===== src/rtl/mod_updown_counter.sv =====
// Synchronous modulo-N up/down counter with parallel load, a terminal-count pulse
// and a saturating wrap-event counter. Every output is registered.
module mod_updown_counter #(
   parameter int WIDTH   = 4,
   parameter int MODULUS = 16,
   parameter int WRAP_W  = 8
) (
   input  logic              clk,
   input  logic              reset,
   input  logic              en,
   input  logic              up_dn,
   input  logic              load,
   input  logic [WIDTH-1:0]  load_val,
   output logic [WIDTH-1:0]  count,
   output logic              tc,
   output logic              load_err,
   output logic [WRAP_W-1:0] wraps
);

   // The range check needs WIDTH+1 bits so that MODULUS == 2**WIDTH stays representable.
   localparam logic [WIDTH:0]   MOD_X = (WIDTH+1)'(MODULUS);
   localparam logic [WIDTH-1:0] TOP   = WIDTH'(MODULUS - 1);

   logic             at_top, at_zero, in_range, wrap;
   logic [WIDTH-1:0] count_nxt;

   always_comb begin
      at_top    = (count == TOP);
      at_zero   = (count == '0);
      in_range  = ({1'b0, load_val} < MOD_X);
      wrap      = en && !load && (up_dn ? at_top : at_zero);
      count_nxt = count;
      if (load)
         count_nxt = in_range ? load_val : TOP;
      else if (en) begin
         if (up_dn)
            count_nxt = at_top ? '0 : count + 1'b1;
         else
            count_nxt = at_zero ? TOP : count - 1'b1;
      end
   end

   always_ff @(posedge clk) begin
      if (reset) begin
         count    <= '0;
         tc       <= 1'b0;
         load_err <= 1'b0;
         wraps    <= '0;
      end else begin
         count    <= count_nxt;
         tc       <= wrap;
         load_err <= load && !in_range;
         if (wrap && wraps != '1)
            wraps <= wraps + 1'b1;
      end
   end

endmodule


===== config.mk =====
export PLATFORM = sky130hd
export DESIGN_NAME = mod_updown_counter
export DESIGN_NICKNAME = d
export VERILOG_FILES = /design/src/rtl/mod_updown_counter.sv
export SDC_FILE = /design/constraint.sdc
export NUM_CORES = 1
export LEC_CHECK = 0
export CORE_MARGIN = 2
export CORE_UTILIZATION = 40
export DETAILED_ROUTE_END_ITERATION = 10
export GPL_TIMING_DRIVEN = 0
export PLACE_DENSITY = 0.78
export SYNTH_ARGS = -nofsm -noshare
export SYNTH_HDL_FRONTEND = slang
export SYNTH_SLANG_ARGS = --single-unit
export TNS_END_PERCENT = 5

===== constraint.sdc =====
create_clock -name clk -period 2.9 [get_ports clk]
set_input_delay 0.58 -clock clk [delete_from_list [all_inputs] [get_ports clk]]
set_output_delay 0.58 -clock clk [all_outputs]
set_load 0.005 [all_outputs]

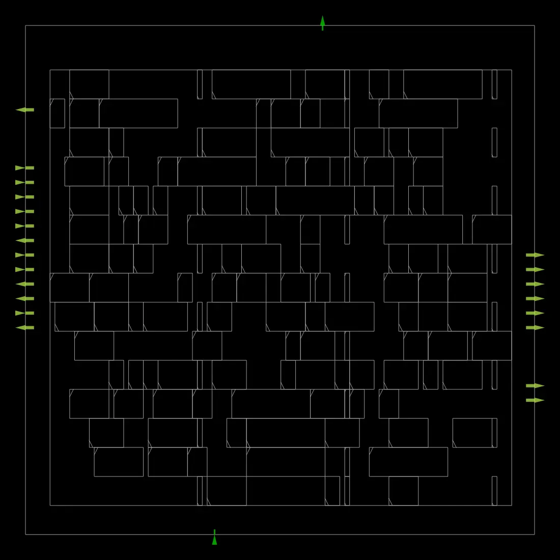
Run 1: placed standard cells
Site Rows: 15
fill cell count: 187
seq_cells: 13
Cell Count, Final, Fillers Out: 140
Final Util: 58.4%

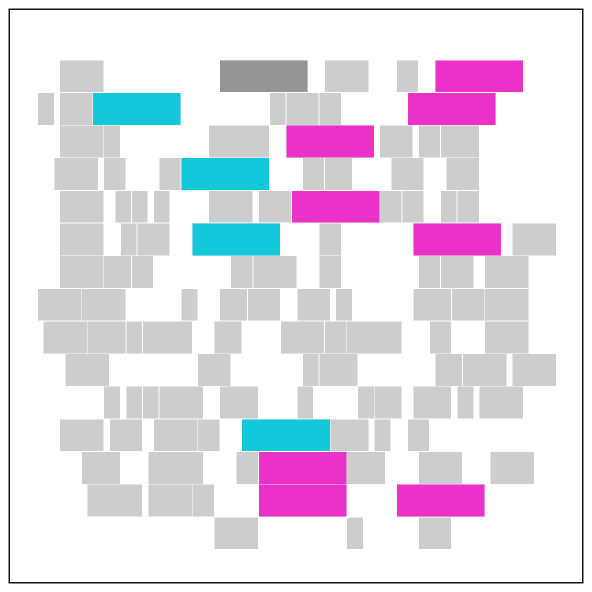
Run 1: register map, names as in the netlist
Scale: 12 px per µm. Other sequential cells in the stronger gray, the rest of the logic in the fainter gray.
[cyan] `count` | sequential cells: 4
[magenta] `wraps` | sequential cells: 8
not colored: 1
Seq. pwr: 0.194 mW
register share of the cell area: 25.2%
Storage cell area: 260 µm²

==> results.tsv, run 1 <==
metric	value	unit
status	completed	
Largest Register	wraps	
Late-Pin Clk Latency	0.26	ns
top cells by area, synth	dfxtp_1, a21oi_1, ha_1	
Buffers excl. clock	25	
post-CTS sizing	0	
Worst Setup EP	wraps[6]	
total power	0.371	mW
area of the multi-input gates	460	µm²
aggregate global routing overflow	0	
Bufs on Longest Clock Path	2	
share of cells above drive strength 1	7.83	%
WS Path Type	primary input to register	
Num Clock Sinks	13	
well tap count	25	
number of nets at floorplan	102	
Die Y	47.7	µm
htree depth	1	
met2 Use GR	35.5	%
hold crit path type	register to register	
met3 usage	4.15	%
P_comb	0.0693	mW
Lkg Pwr	0.364	nW
CTS tree	done	
Levels on crit path	6	
DRC	0	
Worst-path clk slew	0.08	ns
dpl ws	0.227	ns
Die Width	47.7	µm
Detail Route Antenna Nets	0	
worst min-delay path startpoint	wraps[5]	
total CTS buffers	3	
drt total wl	1.91	mm
number of enable flip-flop cells	0	
max layer used	met4	
hold worst-path end	wraps[5]	
crit path max fanout	10	
Synth Cell Area	763	µm²
critical path, cell by cell	clkdlybuf4s50_1 -> or4b_4 -> a21bo_1 -> buf_2 -> o311ai_0 -> o41ai_1	
DR WL/cell	13.6	µm
Clock net power	0.108	mW
final setup fails	0	
Combinational Power Share	18.7	%
Synth Flop Type	dfxtp_1	
Seq/Total Area, Yosys	34.1	%
metal3 WL	120	µm
NetSw	0.0948	mW
number of standard cells reported by yosys	90	
placed insts	136	
# IOs	23	
DRT met1 WL	797	µm
gr busiest metal	met2	
Setup crit start	up_dn	
Sw Ratio	25.6	%
Chip Area	2270	µm²
CP bufs+invs	2	
internal power	0.276	mW
Synth Area in Compound Gates	28.7	%
YS chip area	763	µm²
clock share of power	29.1	%
worst reg-to-reg path cell count	7	
Hold Path Stages	2	
First-pass DRT Iterations	4	
met2 WL	971	µm
setup ws final	0.498	ns
Worst Hold Margin	0.490	ns
initial core utilization	43.3	%
dominant logic cell type in the layout	clkdlybuf4s50_1	
MUX area fraction	2.79	%
final-layout clock buffer total	4	
RSZ-0062 raised after global routing	no	
minimum clock period	2.40	ns
FA/HA/MAJ Cells, Area Fraction	4.92	%
M1 GR Usage	20.2	%
Antenna Cells	0	
Unique cell types	35	
simple share	21.1	%
Max Freq	416	MHz
Data buffer area share	22.3	%
Sequential Power Share	52.2	%
xor/xnor share	2.30	%
DR iter-0 viols	10	
fin area	1030	µm²
Max Clock Skew	0.00117	ns
Synth Area per Inst	8.48	µm²
DP Area	1000	µm²
initial antenna violation count	0	
combinational gates	67	
Comb/total area	44.7	%
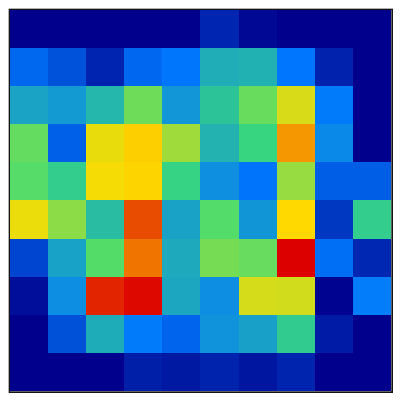
Run 1: routed metal per tile
Scale: 8 px per µm. 10 x 10 tiles, from dark blue (low) to red (high), scaled to the fullest tile. Values are wire area over tile area, all layers added.
tiles over half the peak: 26%
mean over tiles: 0.14
nearly empty tiles: 20%
emptiest ninth of the die: top right
fullest tile: 0.42

--- run 2 (diff from run 1) ---
clock period = 2.3 ns   (was 2.9 ns; I/O delays follow)
==> run 2 against run 1 <==
  * Clock skew barely moved
  * Sequential power rose by 26%
  * Non-clock buffer count is the same
  * Critical endpoint unchanged
==> results.tsv, run 2 <==
metric	value	unit
CP peak stage delay	0.49	ns
xor/xnor share	2.30	%
Seq/Total Area, Yosys	34.1	%
worst min-delay path startpoint	wraps[5]	
Final Util	58.6	%
dpl ws	-0.253	ns
Cell Count, Final, Fillers Out	140	
worst reg-to-reg path cell count	7	
register share of the cell area	25.2	%
Die Width	47.7	µm
DR WL/cell	13.6	µm
Combinational Power Share	18.6	%
Antenna Cells	0	
crit path max fanout	10	
Largest register FFs	8	
status	completed	
Clock net power	0.136	mW
Worst-path clk slew	0.08	ns
DR iter-0 viols	7	
met2 Use GR	35.5	%
Max Clock Skew	0.00103	ns
Detail Route Antenna Nets	0	
DRT met1 WL	840	µm
well tap count	25	
synthesis-to-layout area growth	35.4	%
top-count cell post-synth	dfxtp_1	
crit path DAT	2.35	ns
clock share of power	29.1	%
simple share	21.1	%
final-layout clock buffer total	4	
seq_cells	13	
setup ws final	0.0872	ns
number of enable flip-flop cells	0	
Comb/total area	44.6	%
total power	0.467	mW
Data buffer area share	22.5	%
post-CTS sizing	0	
minimum clock period	2.21	ns
total CTS buffers	3	
top cells by area, synth	dfxtp_1, a21oi_1, ha_1	
Levels on crit path	7	
number of nets at floorplan	102	
hold crit path type	register to register	
RSZ-0062 raised after global routing	yes	
htree depth	1	
initial antenna violation count	0	
share of cells above drive strength 1	7.83	%
fin area	1030	µm²
Synth Area per Inst	8.48	µm²
Max Freq	452	MHz
Die Y	47.7	µm
Sw Ratio	25.6	%
DP Area	1000	µm²
NetSw	0.120	mW
Synth Area in Compound Gates	28.7	%
Chip Area	2270	µm²
Seq. pwr	0.244	mW
max layer used	met4	
final setup fails	0	
combinational gates	67	
Setup crit start	count[0]	
initial core utilization	43.3	%
Buffers excl. clock	25	
fill cell count	186	
hold worst-path end	wraps[5]	
drt total wl	1.91	mm
Sequential Power Share	52.2	%
FA/HA/MAJ Cells, Area Fraction	4.92	%
Worst Hold Margin	0.492	ns
number of standard cells reported by yosys	90	
placed insts	136	
Num Clock Sinks	13	
Unique cell types	35	
metal3 WL	94	µm
MUX area fraction	2.79	%
P_comb	0.0871	mW
Lkg Pwr	0.373	nW
First-pass DRT Iterations	4	
# IOs	23	
Worst Setup EP	wraps[6]	
area of the multi-input gates	460	µm²
dominant logic cell type in the layout	clkdlybuf4s50_1	
M1 GR Usage	20.2	%
WS Path Type	register to register	
gr busiest metal	met2	
Largest Register	wraps	
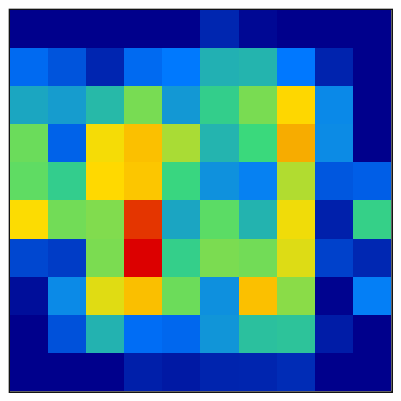
Run 2: routed metal per tile
Scale: 8 px per µm. 10 x 10 tiles, from dark blue (low) to red (high), scaled to the fullest tile. Values are wire area over tile area, all layers added.
mean over tiles: 0.13
fullest tile: 0.41
nearly empty tiles: 20%

--- run 3 (diff from run 2) ---
RECOVER_POWER = 100   (was default)
==> run 3 against run 2 <==
  * Hold slack got worse by 0.0034 ns
  * Wire length is 0.16% lower
  * Core utilization stayed put
  * Setup slack improved by 0.0052 ns
  * Largest power group unchanged
==> results.tsv, run 3 <==
metric	value	unit
top-count cell post-synth	dfxtp_1	
DR iter-0 viols	8	
gr busiest metal	met2	
Worst Setup EP	wraps[6]	
worst reg-to-reg path cell count	7	
NetSw	0.119	mW
Synth Area per Inst	8.48	µm²
Buffers excl. clock	25	
post-CTS sizing	0	
Clock net power	0.136	mW
minimum clock period	2.21	ns
met3 usage	4.15	%
aggregate global routing overflow	0	
xor/xnor share	2.30	%
met2 WL	950	µm
Final Util	58.6	%
number of standard cells reported by yosys	90	
Lkg Pwr	0.411	nW
clock share of power	29.3	%
Sequential Power Share	52.4	%
Synth Area in Compound Gates	28.7	%
CTS tree	done	
crit path max fanout	10	
DRC	0	
critical path, cell by cell	inv_1 -> ha_1 -> or4b_4 -> a21bo_1 -> buf_2 -> o311ai_0 -> o41ai_1	
Largest Register	wraps	
Max Clock Skew	0.00108	ns
well tap count	25	
area of the multi-input gates	460	µm²
Levels on crit path	7	
Worst Hold Margin	0.488	ns
Combinational Power Share	18.3	%
number of nets at floorplan	102	
# IOs	23	
register share of the cell area	25.2	%
dominant logic cell type in the layout	dfxtp_1	
DRT met1 WL	839	µm
number of enable flip-flop cells	0	
Synth Flop Type	dfxtp_1	
metal3 WL	94	µm
FA/HA/MAJ Cells, Area Fraction	4.92	%
Late-Pin Clk Latency	0.26	ns
Num Clock Sinks	13	
RSZ-0062 raised after global routing	yes	
Storage cell area	260	µm²
crit path DAT	2.35	ns
Largest register FFs	8	
met2 Use GR	35.5	%
top cells by area, synth	dfxtp_1, a21oi_1, ha_1	
htree depth	1	
initial antenna violation count	0	
WS Path Type	register to register	
Seq. pwr	0.244	mW
seq_cells	13	
Antenna Cells	0	
Synth Cell Area	763	µm²
Die Width	47.7	µm
max layer used	met4	
Detail Route Antenna Nets	0	
Chip Area	2270	µm²
share of cells above drive strength 1	7.83	%
Die Y	47.7	µm
internal power	0.346	mW
Max Freq	453	MHz
YS chip area	763	µm²
Comb/total area	44.6	%
DR WL/cell	13.6	µm
hold crit path type	register to register	
status	completed	
Sw Ratio	25.7	%
MUX area fraction	2.79	%
total CTS buffers	3	
First-pass DRT Iterations	4	
Hold Path Stages	2	
Site Rows	15	
Bufs on Longest Clock Path	2	
M1 GR Usage	20.2	%
initial core utilization	43.3	%
fin area	1030	µm²
Seq/Total Area, Yosys	34.1	%
worst min-delay path startpoint	wraps[5]	
CP peak stage delay	0.49	ns
fill cell count	186	
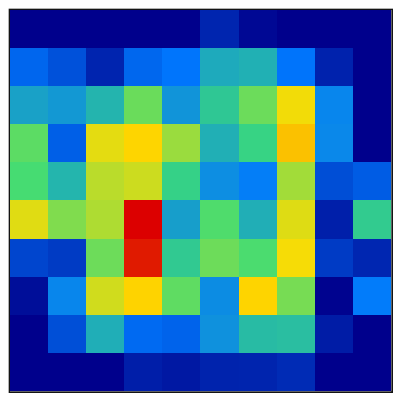
Run 3: routed metal per tile
Scale: 8 px per µm. 10 x 10 tiles, from dark blue (low) to red (high), scaled to the fullest tile. Values are wire area over tile area, all layers added.
mean over tiles: 0.13
tiles over half the peak: 28%
fullest tile: 0.42
vias: 785
Tot GR Track Use: 18.9%
drt total wl: 1.90 mm

Power is estimated from default activity; no workload was simulated.
